**src/rtl/sdram_arb_pkg.sv**
```systemverilog
`default_nettype none
// +--------------------------------------------------------------------------+
// | sdram_arb_pkg : shared types for the two-master SDRAM port arbiter       |
// | Revision 1.0                                                             |
// +--------------------------------------------------------------------------+
package sdram_arb_pkg;

  typedef enum logic [0:0] {
    IDLE = 1'b0,
    BUSY = 1'b1
  } arb_state_t;

  typedef logic owner_t;

  localparam owner_t OWNER_M0 = 1'b0;
  localparam owner_t OWNER_M1 = 1'b1;

endpackage
`default_nettype wire

```
**src/rtl/owner_id_fifo.sv**
```systemverilog
`default_nettype none
// +--------------------------------------------------------------------------+
// | owner_id_fifo : 1-bit synchronous FIFO recording which master owns each  |
// | outstanding read, in issue order.                                        |
// | Revision 1.0                                                             |
// +--------------------------------------------------------------------------+
module owner_id_fifo
  import sdram_arb_pkg::*;
#(
  parameter int DEPTH = 8,
  localparam int PTR_W = $clog2(DEPTH),
  localparam int CNT_W = PTR_W + 1
) (
  input  logic             clk,
  input  logic             rst,
  input  logic             push,
  input  owner_t           push_id,
  input  logic             pop,
  output owner_t           head_id,
  output logic             empty,
  output logic             full,
  output logic [CNT_W-1:0] count
);

  owner_t           mem_q [DEPTH];
  owner_t           mem_d [DEPTH];
  logic [PTR_W-1:0] wr_ptr_q, wr_ptr_d;
  logic [PTR_W-1:0] rd_ptr_q, rd_ptr_d;
  logic [CNT_W-1:0] count_q, count_d;
  logic             do_push;
  logic             do_pop;

  assign empty   = (count_q == '0);
  assign full    = (count_q == CNT_W'(DEPTH));
  assign count   = count_q;
  assign head_id = mem_q[rd_ptr_q];
  // A pop frees the slot a simultaneous push needs when full.
  assign do_pop  = pop & ~empty;
  assign do_push = push & (~full | do_pop);

  always_comb begin
    mem_d    = mem_q;
    wr_ptr_d = wr_ptr_q;
    rd_ptr_d = rd_ptr_q;
    count_d  = count_q;
    if (do_push) begin
      mem_d[wr_ptr_q] = push_id;
      wr_ptr_d        = wr_ptr_q + 1'b1;
    end
    if (do_pop) begin
      rd_ptr_d = rd_ptr_q + 1'b1;
    end
    case ({do_push, do_pop})
      2'b10:   count_d = count_q + 1'b1;
      2'b01:   count_d = count_q - 1'b1;
      default: count_d = count_q;
    endcase
  end

  always_ff @(posedge clk) begin
    if (rst) begin
      mem_q    <= '{default: OWNER_M0};
      wr_ptr_q <= '0;
      rd_ptr_q <= '0;
      count_q  <= '0;
    end else begin
      mem_q    <= mem_d;
      wr_ptr_q <= wr_ptr_d;
      rd_ptr_q <= rd_ptr_d;
      count_q  <= count_d;
    end
  end

endmodule
`default_nettype wire

```
**src/rtl/sdram_port_arbiter.sv**
```systemverilog
`default_nettype none
// +--------------------------------------------------------------------------+
// | sdram_port_arbiter : two-master Avalon-MM arbiter for the SDRAM slave,   |
// | with pipelined-read ownership tracking. ARB_FIXED_PRIO_EN selects strict |
// | M0 priority instead of round-robin.                                      |
// | Revision 1.0                                                             |
// +--------------------------------------------------------------------------+
module sdram_port_arbiter
  import sdram_arb_pkg::*;
#(
  parameter int ADDR_W   = 25,
  parameter int DATA_W   = 16,
  parameter int MAX_PEND = 8,
  localparam int CNT_W   = $clog2(MAX_PEND) + 1
) (
  input  logic                CLOCK_50,
  input  logic                reset,
  input  logic [ADDR_W-1:0]   m0_address,
  input  logic                m0_read,
  input  logic                m0_write,
  input  logic [DATA_W-1:0]   m0_writedata,
  input  logic [DATA_W/8-1:0] m0_byteenable,
  output logic                m0_waitrequest,
  output logic [DATA_W-1:0]   m0_readdata,
  output logic                m0_readdatavalid,
  input  logic [ADDR_W-1:0]   m1_address,
  input  logic                m1_read,
  input  logic                m1_write,
  input  logic [DATA_W-1:0]   m1_writedata,
  input  logic [DATA_W/8-1:0] m1_byteenable,
  output logic                m1_waitrequest,
  output logic [DATA_W-1:0]   m1_readdata,
  output logic                m1_readdatavalid,
  output logic [ADDR_W-1:0]   s_address,
  output logic                s_read,
  output logic                s_write,
  output logic [DATA_W-1:0]   s_writedata,
  output logic [DATA_W/8-1:0] s_byteenable,
  input  logic                s_waitrequest,
  input  logic [DATA_W-1:0]   s_readdata,
  input  logic                s_readdatavalid,
  output logic [CNT_W-1:0]    pending,
  output logic                err_orphan
);

  arb_state_t state_q, state_d;
  owner_t     owner_q, owner_d;
  owner_t     winner;
  owner_t     head_id;
  logic       err_orphan_q, err_orphan_d;
  logic       fifo_empty, fifo_full;
  logic       m0_elig, m1_elig;
  logic       accept;

  // Writes never stall on the read-tracking FIFO.
  assign m0_elig = m0_write | (m0_read & ~fifo_full);
  assign m1_elig = m1_write | (m1_read & ~fifo_full);
  assign accept  = (state_q == BUSY) & ~s_waitrequest;

`ifdef ARB_FIXED_PRIO_EN
  assign winner = m0_elig ? OWNER_M0 : OWNER_M1;
`else
  owner_t last_owner_q, last_owner_d;

  always_comb begin
    last_owner_d = accept ? owner_q : last_owner_q;
    winner       = m0_elig ? OWNER_M0 : OWNER_M1;
    if (m0_elig && m1_elig) begin
      winner = (last_owner_q == OWNER_M0) ? OWNER_M1 : OWNER_M0;
    end
  end

  always_ff @(posedge CLOCK_50) begin
    if (reset) last_owner_q <= OWNER_M1;
    else       last_owner_q <= last_owner_d;
  end
`endif

  always_comb begin
    state_d = state_q;
    owner_d = owner_q;
    case (state_q)
      IDLE: begin
        if (m0_elig || m1_elig) begin
          state_d = BUSY;
          owner_d = winner;
        end
      end
      BUSY: begin
        if (!s_waitrequest) state_d = IDLE;
      end
      default: state_d = IDLE;
    endcase
  end

  always_comb begin
    s_address      = '0;
    s_read         = 1'b0;
    s_write        = 1'b0;
    s_writedata    = '0;
    s_byteenable   = '0;
    m0_waitrequest = 1'b1;
    m1_waitrequest = 1'b1;
    if (state_q == BUSY) begin
      if (owner_q == OWNER_M1) begin
        s_address      = m1_address;
        s_read         = m1_read;
        s_write        = m1_write;
        s_writedata    = m1_writedata;
        s_byteenable   = m1_byteenable;
        m1_waitrequest = s_waitrequest;
      end else begin
        s_address      = m0_address;
        s_read         = m0_read;
        s_write        = m0_write;
        s_writedata    = m0_writedata;
        s_byteenable   = m0_byteenable;
        m0_waitrequest = s_waitrequest;
      end
    end
  end

  // Returns with nothing outstanding are dropped and flagged, never routed.
  assign m0_readdata      = s_readdata;
  assign m1_readdata      = s_readdata;
  assign m0_readdatavalid = s_readdatavalid & ~fifo_empty & (head_id == OWNER_M0);
  assign m1_readdatavalid = s_readdatavalid & ~fifo_empty & (head_id == OWNER_M1);
  assign err_orphan_d     = err_orphan_q | (s_readdatavalid & fifo_empty);
  assign err_orphan       = err_orphan_q;

  owner_id_fifo #(.DEPTH(MAX_PEND)) u_owner_fifo (
    .clk     (CLOCK_50),
    .rst     (reset),
    .push    (accept & s_read),
    .push_id (owner_q),
    .pop     (s_readdatavalid),
    .head_id (head_id),
    .empty   (fifo_empty),
    .full    (fifo_full),
    .count   (pending)
  );

  always_ff @(posedge CLOCK_50) begin
    if (reset) begin
      state_q      <= IDLE;
      owner_q      <= OWNER_M0;
      err_orphan_q <= 1'b0;
    end else begin
      state_q      <= state_d;
      owner_q      <= owner_d;
      err_orphan_q <= err_orphan_d;
    end
  end

endmodule
`default_nettype wire

```
**config.mk**
```make
export PLATFORM = sky130hd
export DESIGN_NAME = sdram_port_arbiter
export DESIGN_NICKNAME = d
export VERILOG_FILES = /design/src/rtl/sdram_arb_pkg.sv /design/src/rtl/owner_id_fifo.sv /design/src/rtl/sdram_port_arbiter.sv
export SDC_FILE = /design/constraint.sdc
export NUM_CORES = 1
export LEC_CHECK = 0
export CAP_MARGIN = 5
export CORE_AREA = 2 2 75 77
export DETAILED_ROUTE_END_ITERATION = 12
export DIE_AREA = 0 0 77 79
export DONT_BUFFER_PORTS = 1
export PLACE_DENSITY = 0.63
export SYNTH_ARGS = -nofsm -noshare
export SYNTH_HDL_FRONTEND = slang
export SYNTH_SLANG_ARGS = --single-unit
```
**constraint.sdc**
```tcl
create_clock -name CLOCK_50 -period 3.8 [get_ports CLOCK_50]
set_clock_uncertainty 0.2 [all_clocks]
set_input_delay 0.38 -clock CLOCK_50 [delete_from_list [all_inputs] [get_ports CLOCK_50]]
set_output_delay 0.38 -clock CLOCK_50 [all_outputs]
set_load 0.05 [all_outputs]
```
==> changes_impl.md, run 1 <==
### Changed

- Mapped Cells: 246
- HPWL Detailed: 5.58 mm
- H-tree Lvls: 1
- Top cells, area: mux2i_1, dfxtp_1, buf_4, nor2_1, ha_1
- Buffers & Inverters on Critical Path: 0
- Top cells excl fill/tap: nor2_1, mux2i_1, dfxtp_1
- Syn Area/Cell: 8.21 um^2
- CTS root buf: clkbuf_8
- Fillers: 584
- Worst slew pin tran: 1.06 ns
- Layout cells sized above 1: 11.4%
- First-pass GRT wire length: 9.40 mm
- Met3 routed WL: 1.17 mm
- GRT busiest layer: met2
- Adder Share, Synth: 3.10%
- Vias in the first global route: 1541
- Fin crit share: 79.6%
- Seq. pwr: 0.000289 W
- Ant diodes: 0
- Chip Area, Yosys: 2020 um^2
- P per Cell Area: 499 nW/um^2
- Max-area cell share: 25.3%
- Outcome: complete, no violations
- Asr flop ratio synth: 0%
- DRT iter0 DRCs: 56
- Max Cap Viol: 0
- Top-count cell post-synth: nor2_1
- Layout Nets: 336
- Mapped Area: 2020 um^2
- Min Tclk post-route: 3.02 ns
- WHS Path Cells: 2
- Sequential power share: 29.6%
- Critical path depth: 6
- Buffers excl. clock: 14
- CTS Buffer Depth: 2
- FMAX: 331 MHz
- Slew margin rel.: 29.1%
- Worst R2R End: u_owner_fifo.count[3]$_SDFFE_PP0P_
- # DRC: 0
- Worst slack, placed: 0.799 ns
- Met3 Resource Use GR: 15.8%
- P_comb: 0.000543 W
- DIE WIDTH: 77 um
- Yosys aoi share: 9.17%
- Chip Height: 79 um
- Combinational Power Share: 55.7%
- Syn nets: 361
run 1: flip-flops by register name (all words and copies together) (netlist names):
register               flops
err_orphan                 1
last_owner_q               1
owner_q                    1
state_q                    1
u_owner_fifo.count         4
u_owner_fifo.mem_q         8
u_owner_fifo.rd_ptr_q      3
u_owner_fifo.wr_ptr_q      3
run 1: through the flow:
stage | utilization [%] | hold slack (ns) | instances
detailed placement | 35.7 | 0.253 | 287
floorplan | - | 0.232 | 246
finish | 36.7 | 0.0621 | 291
global route | 36.7 | 0.0662 | 291
global placement | 35.7 | 0.246 | 287
CTS | 36.7 | 0.0565 | 291
run 1: repair_timing:
item / CTS / global route
hold buffers: 1 / 0
gates resized: 0 / 0
hold endpoints to repair: 11 / 0
setup endpoints to repair: 0 / 0
run_1/port_trees.png
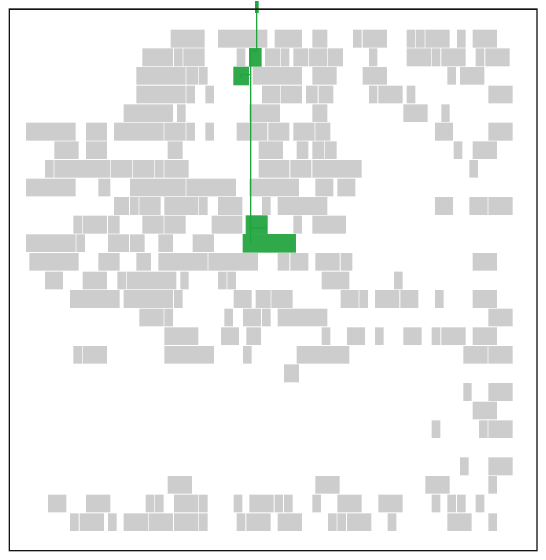
colour	port	bits	direction	end cells	buffers	wire
green	s_readdatavalid	1	input	4	0	39.5 um
I/O pin count: 196
IO Port Bufs: 0

run_1/clock_nets.png
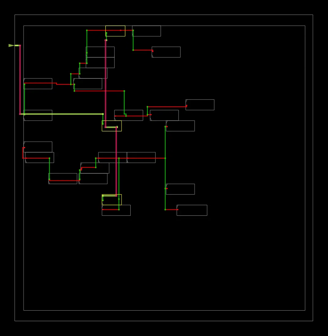
flop count: 22
Clock Power: 0.000143 W
clock sink total: 22
clock buffers: 3
total CTS buffers: 3

run_1/layers.png
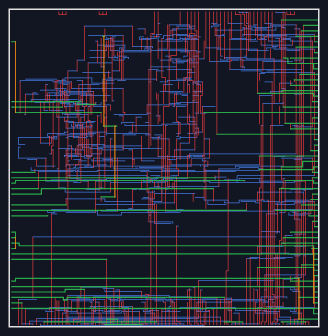
colour	layer	wire length
orange	M4	84.3 um
green	M3	1170 um
red	M2	2860 um
blue	M1	2610 um
WL per Instance: 23.1 um
gr usage total: 20.9%
total wire length: 6.72 mm
number of vias in the routed layout: 1641

run_1/gates.png
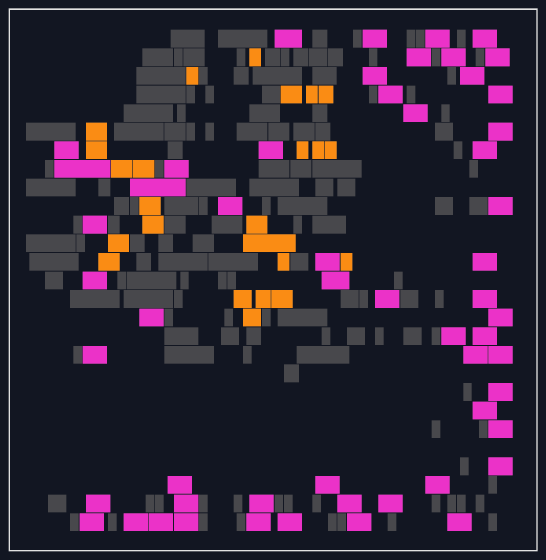
colour	family	cells
orange	aoi and oai cells	24
magenta	mux cells	55
fraction of area in multi-input gates: 64.3%
most frequent logic cell in the layout: nor2_1
fin cells: 291

## Run 2: what changed since run 1
==> constraint.sdc (replaced) <==
create_clock -name CLOCK_50 -period 3.1 [get_ports CLOCK_50]
set_clock_uncertainty 0.2 [all_clocks]
set_input_delay 0.31 -clock CLOCK_50 [delete_from_list [all_inputs] [get_ports CLOCK_50]]
set_output_delay 0.31 -clock CLOCK_50 [all_outputs]
set_load 0.05 [all_outputs]
run_2/clock_nets.png
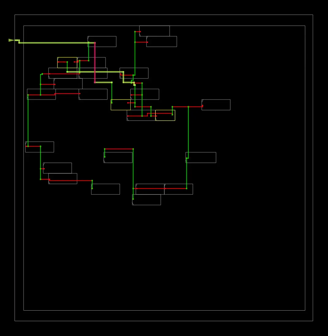
clk_lat worst skew: 0.26 ns
Clock Power: 0.000174 W

==> run 2 against run 1 <==
Net effect:
- global-route usage is 0.91 points higher
- non-clock buffer count rose by 39
- final cell count grew 13%
- sequential power is about 30% higher
- register-to-register slack worse by 0.48 ns
- die area unchanged
- total power grew 29%
- worst hold slack got worse by 0.059 ns
- sequential cell count is the same
- clock power is 22% higher
- utilization increased by 5.5 points
- count of clock-buffer cells in the layout is the same
- largest power group unchanged
==> changes_impl.md, run 2 <==
### Changed

- Outcome: complete, no violations
- HPWL Detailed: 5.72 mm (+2.5%)
- Buffers excl. clock: 53 (+39)
- Adder Share, Synth: 3.10% (unchanged)
- Clock sink total: 22 (unchanged)
- Worst slew pin tran: 0.748 ns (-0.312 ns)
- CTS Buffer Depth: 2 (unchanged)
- Vias in the first global route: 1665 (+8.0%)
- Min Tclk post-route: 2.80 ns (-0.223 ns)
- Seq. pwr: 0.000375 W (+30%)
- Worst R2R End: u_owner_fifo.count[3]$_SDFFE_PP0P_
- Total CTS buffers: 3 (unchanged)
- Met3 routed WL: 1.13 mm (-3.9%)
- I/O pin count: 196 (unchanged)
- Number of vias in the routed layout: 1763 (+7.4%)
- Syn Area/Cell: 8.21 um^2 (unchanged)
- Fillers: 550 (-5.8%)
- Layout Nets: 375 (+12%)
- Hold Slack: 0.00335 ns (-0.0588 ns)
- Flop count: 22 (unchanged)
- FMAX: 357 MHz (+8.0%)
- Yosys aoi share: 9.17% (unchanged)
- Top-count cell post-synth: nor2_1
- # DRC: 0 (unchanged)
- Fraction of area in multi-input gates: 55.8% (-8.4 points)
- P per Cell Area: 559 nW/um^2 (+12%)
- H-tree Lvls: 1 (unchanged)
- Buffers & Inverters on Critical Path: 2 (+2)
- WL per Instance: 21.0 um (-9.2%)
- Critical path depth: 8 (+2)
- Fin crit share: 90.3% (+11 points)
- GRT busiest layer: met2
- Slew margin rel.: 50.1% (+21 points)
- First-pass GRT wire length: 9.94 mm (+5.7%)
- Top cells excl fill/tap: nor2_1, buf_4, mux2i_1
- Sequential power share: 29.8% (+0.2 points)
- Combinational Power Share: 56.4% (+0.7 points)
- Most frequent logic cell in the layout: nor2_1
- Max-area cell share: 25.3% (unchanged)
- Gr usage total: 21.8% (+0.91 points)
- Top reg by flops: u_owner_fifo.mem_q
- Mapped Area: 2020 um^2 (unchanged)
- Max Cap Viol: 0 (unchanged)
- IO Port Bufs: 0 (unchanged)
- Chip Area, Yosys: 2020 um^2 (unchanged)
- DP Cell Count: 326 (+14%)
- Mapped Cells: 246 (unchanged)
## run 2: netlist changes by cell type in the layout (fill, tap and decap cells not counted), sizes merged
cell  previous run  this run
buf             13        52
## run 2: worst min-delay path by stage
stage	startpoint	to	slack, ns	cells after the start
after floorplan	reset	state_q$_SDFF_PP0_	0.19	1
after global placement	reset	u_owner_fifo.count[0]$_SDFFE_PP0P_	0.18	1
after detailed placement	reset	u_owner_fifo.count[0]$_SDFFE_PP0P_	0.18	1
after CTS	s_readdatavalid	err_orphan$_SDFF_PP0_	0.002	2
after global routing	s_readdatavalid	err_orphan$_SDFF_PP0_	0.01	2
final	s_readdatavalid	err_orphan$_SDFF_PP0_	0.003	2
## run 2: timing repair
action | CTS | global route
hold buffers | 1 | 0
hold endpoints to repair | 11 | 0
resized | 0 | 0
## Run 3: what changed since run 2
--- a/config.mk
+++ b/config.mk
@@ -10,7 +10,8 @@
 export DETAILED_ROUTE_END_ITERATION = 12
 export DIE_AREA = 0 0 77 79
 export DONT_BUFFER_PORTS = 1
-export PLACE_DENSITY = 0.63
+export PLACE_DENSITY = 0.68
 export SYNTH_ARGS = -nofsm -noshare
 export SYNTH_HDL_FRONTEND = slang
+export SYNTH_HIERARCHICAL = 1
 export SYNTH_SLANG_ARGS = --single-unit
==> constraint.sdc (replaced) <==
create_clock -name CLOCK_50 -period 3.1 [get_ports CLOCK_50]
set_clock_uncertainty 0.2 [all_clocks]
set_input_delay 0.62 -clock CLOCK_50 [delete_from_list [all_inputs] [get_ports CLOCK_50]]
set_output_delay 0.62 -clock CLOCK_50 [all_outputs]
set_load 0.05 [all_outputs]
run_3/layers.png
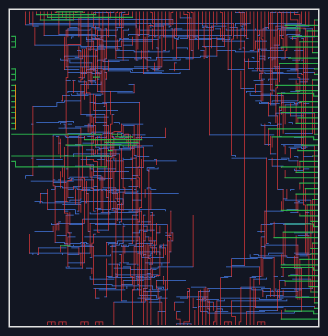
WL per Instance: 16.1 um
number of vias in the routed layout: 1781
gr usage total: 16.2%

==> run 3 against run 2 <==
Net effect:
- fmax rose by 1.1%
- combinational power fell by 9.2%
- register-to-register slack improved by 0.03 ns
- sequential cell count did not move
- highest routed layer unchanged
- die area did not move
- via count rose by 1.0%
- final cell count rose by 3.3%
- critical path depth did not move
- sequential power fell by 8.3%
- count of clock-buffer cells in the layout rose by 1
- sequential share of layout area fell by 1.9 points
- clock power rose by about 20%
==> changes_impl.md, run 3 <==
### Changed

- Mapped Cells: 259 (+5.3%)
- Syn Area/Cell: 8.85 um^2 (+7.8%)
- Fillers: 522 (-5.1%)
- Yosys aoi share: 6.66% (-2.5 points)
- Fin crit share: 89.4% (-0.94 points)
- Total CTS buffers: 3 (unchanged)
- Fraction of area in multi-input gates: 58.8% (+3.0 points)
- Sink of the worst hold path: u_owner_fifo/mem_q[6]$_SDFFE_PP0P_
- Combinational Power Share: 53.8% (-2.6 points)
- Mapped Area: 2290 um^2 (+13%)
- Top reg by flops: u_owner_fifo/mem_q
- Buffers excl. clock: 54 (+1.9%)
- IO Port Bufs: 0 (unchanged)
- Sequential power share: 28.8% (-1.0 points)
- # resized after CTS: 0 (unchanged)
- Most frequent logic cell in the layout: buf_4
- Buffers & Inverters on Critical Path: 1 (-1)
- WHS Path Cells: 1 (-1)
- Clock sink total: 22 (unchanged)
- Slew margin rel.: 49.2% (-0.91 points)
- H-tree Lvls: 1 (unchanged)
- Adder Share, Synth: 3.60% (+0.51 points)
- Outcome: complete, no violations
- Seq. pwr: 0.000344 W (-8.3%)
- Top cells excl fill/tap: buf_4, mux2i_1, nor2b_1
- Worst R2R End: u_owner_fifo/count[3]$_SDFFE_PP0P_
- Clock Power: 0.000208 W (+20%)
- Min Tclk post-route: 2.77 ns (-0.0292 ns)
## run 3: stage by stage
step                      cells  hold slack (ns)  setup TNS, ns  setup WS [ns]
after floorplan             259            0.246        -0.0429        -0.0429
after global placement      337            0.257              0          0.222
after detailed placement    337            0.264              0          0.157
after CTS                   341            0.215              0          0.330
after global routing        341            0.211              0          0.182
final                       341            0.224              0          0.329
## run 3: metal layers
layer  up-vias  global-route usage [%]  wire length [um]
met3         3                    5.57               503
met2        89                    29.1              2810
met4         0                    2.50                10
met1       818                    19.1              2170
li1        871                       -                 -
met5         -                       0                 0
## run 3: worst register-to-register path, cell delays in order (launching register included)
cell and delay (ns):
dfxtp_1 0.32, buf_4 0.20, o41a_1 0.53, ha_1 0.26, ha_1 0.33, a21oi_1 0.17, a21oi_1 0.10, or4_1 0.46
a21oi_1 0.15
Power figures rest on the tool's default switching activity, not on a simulated workload.
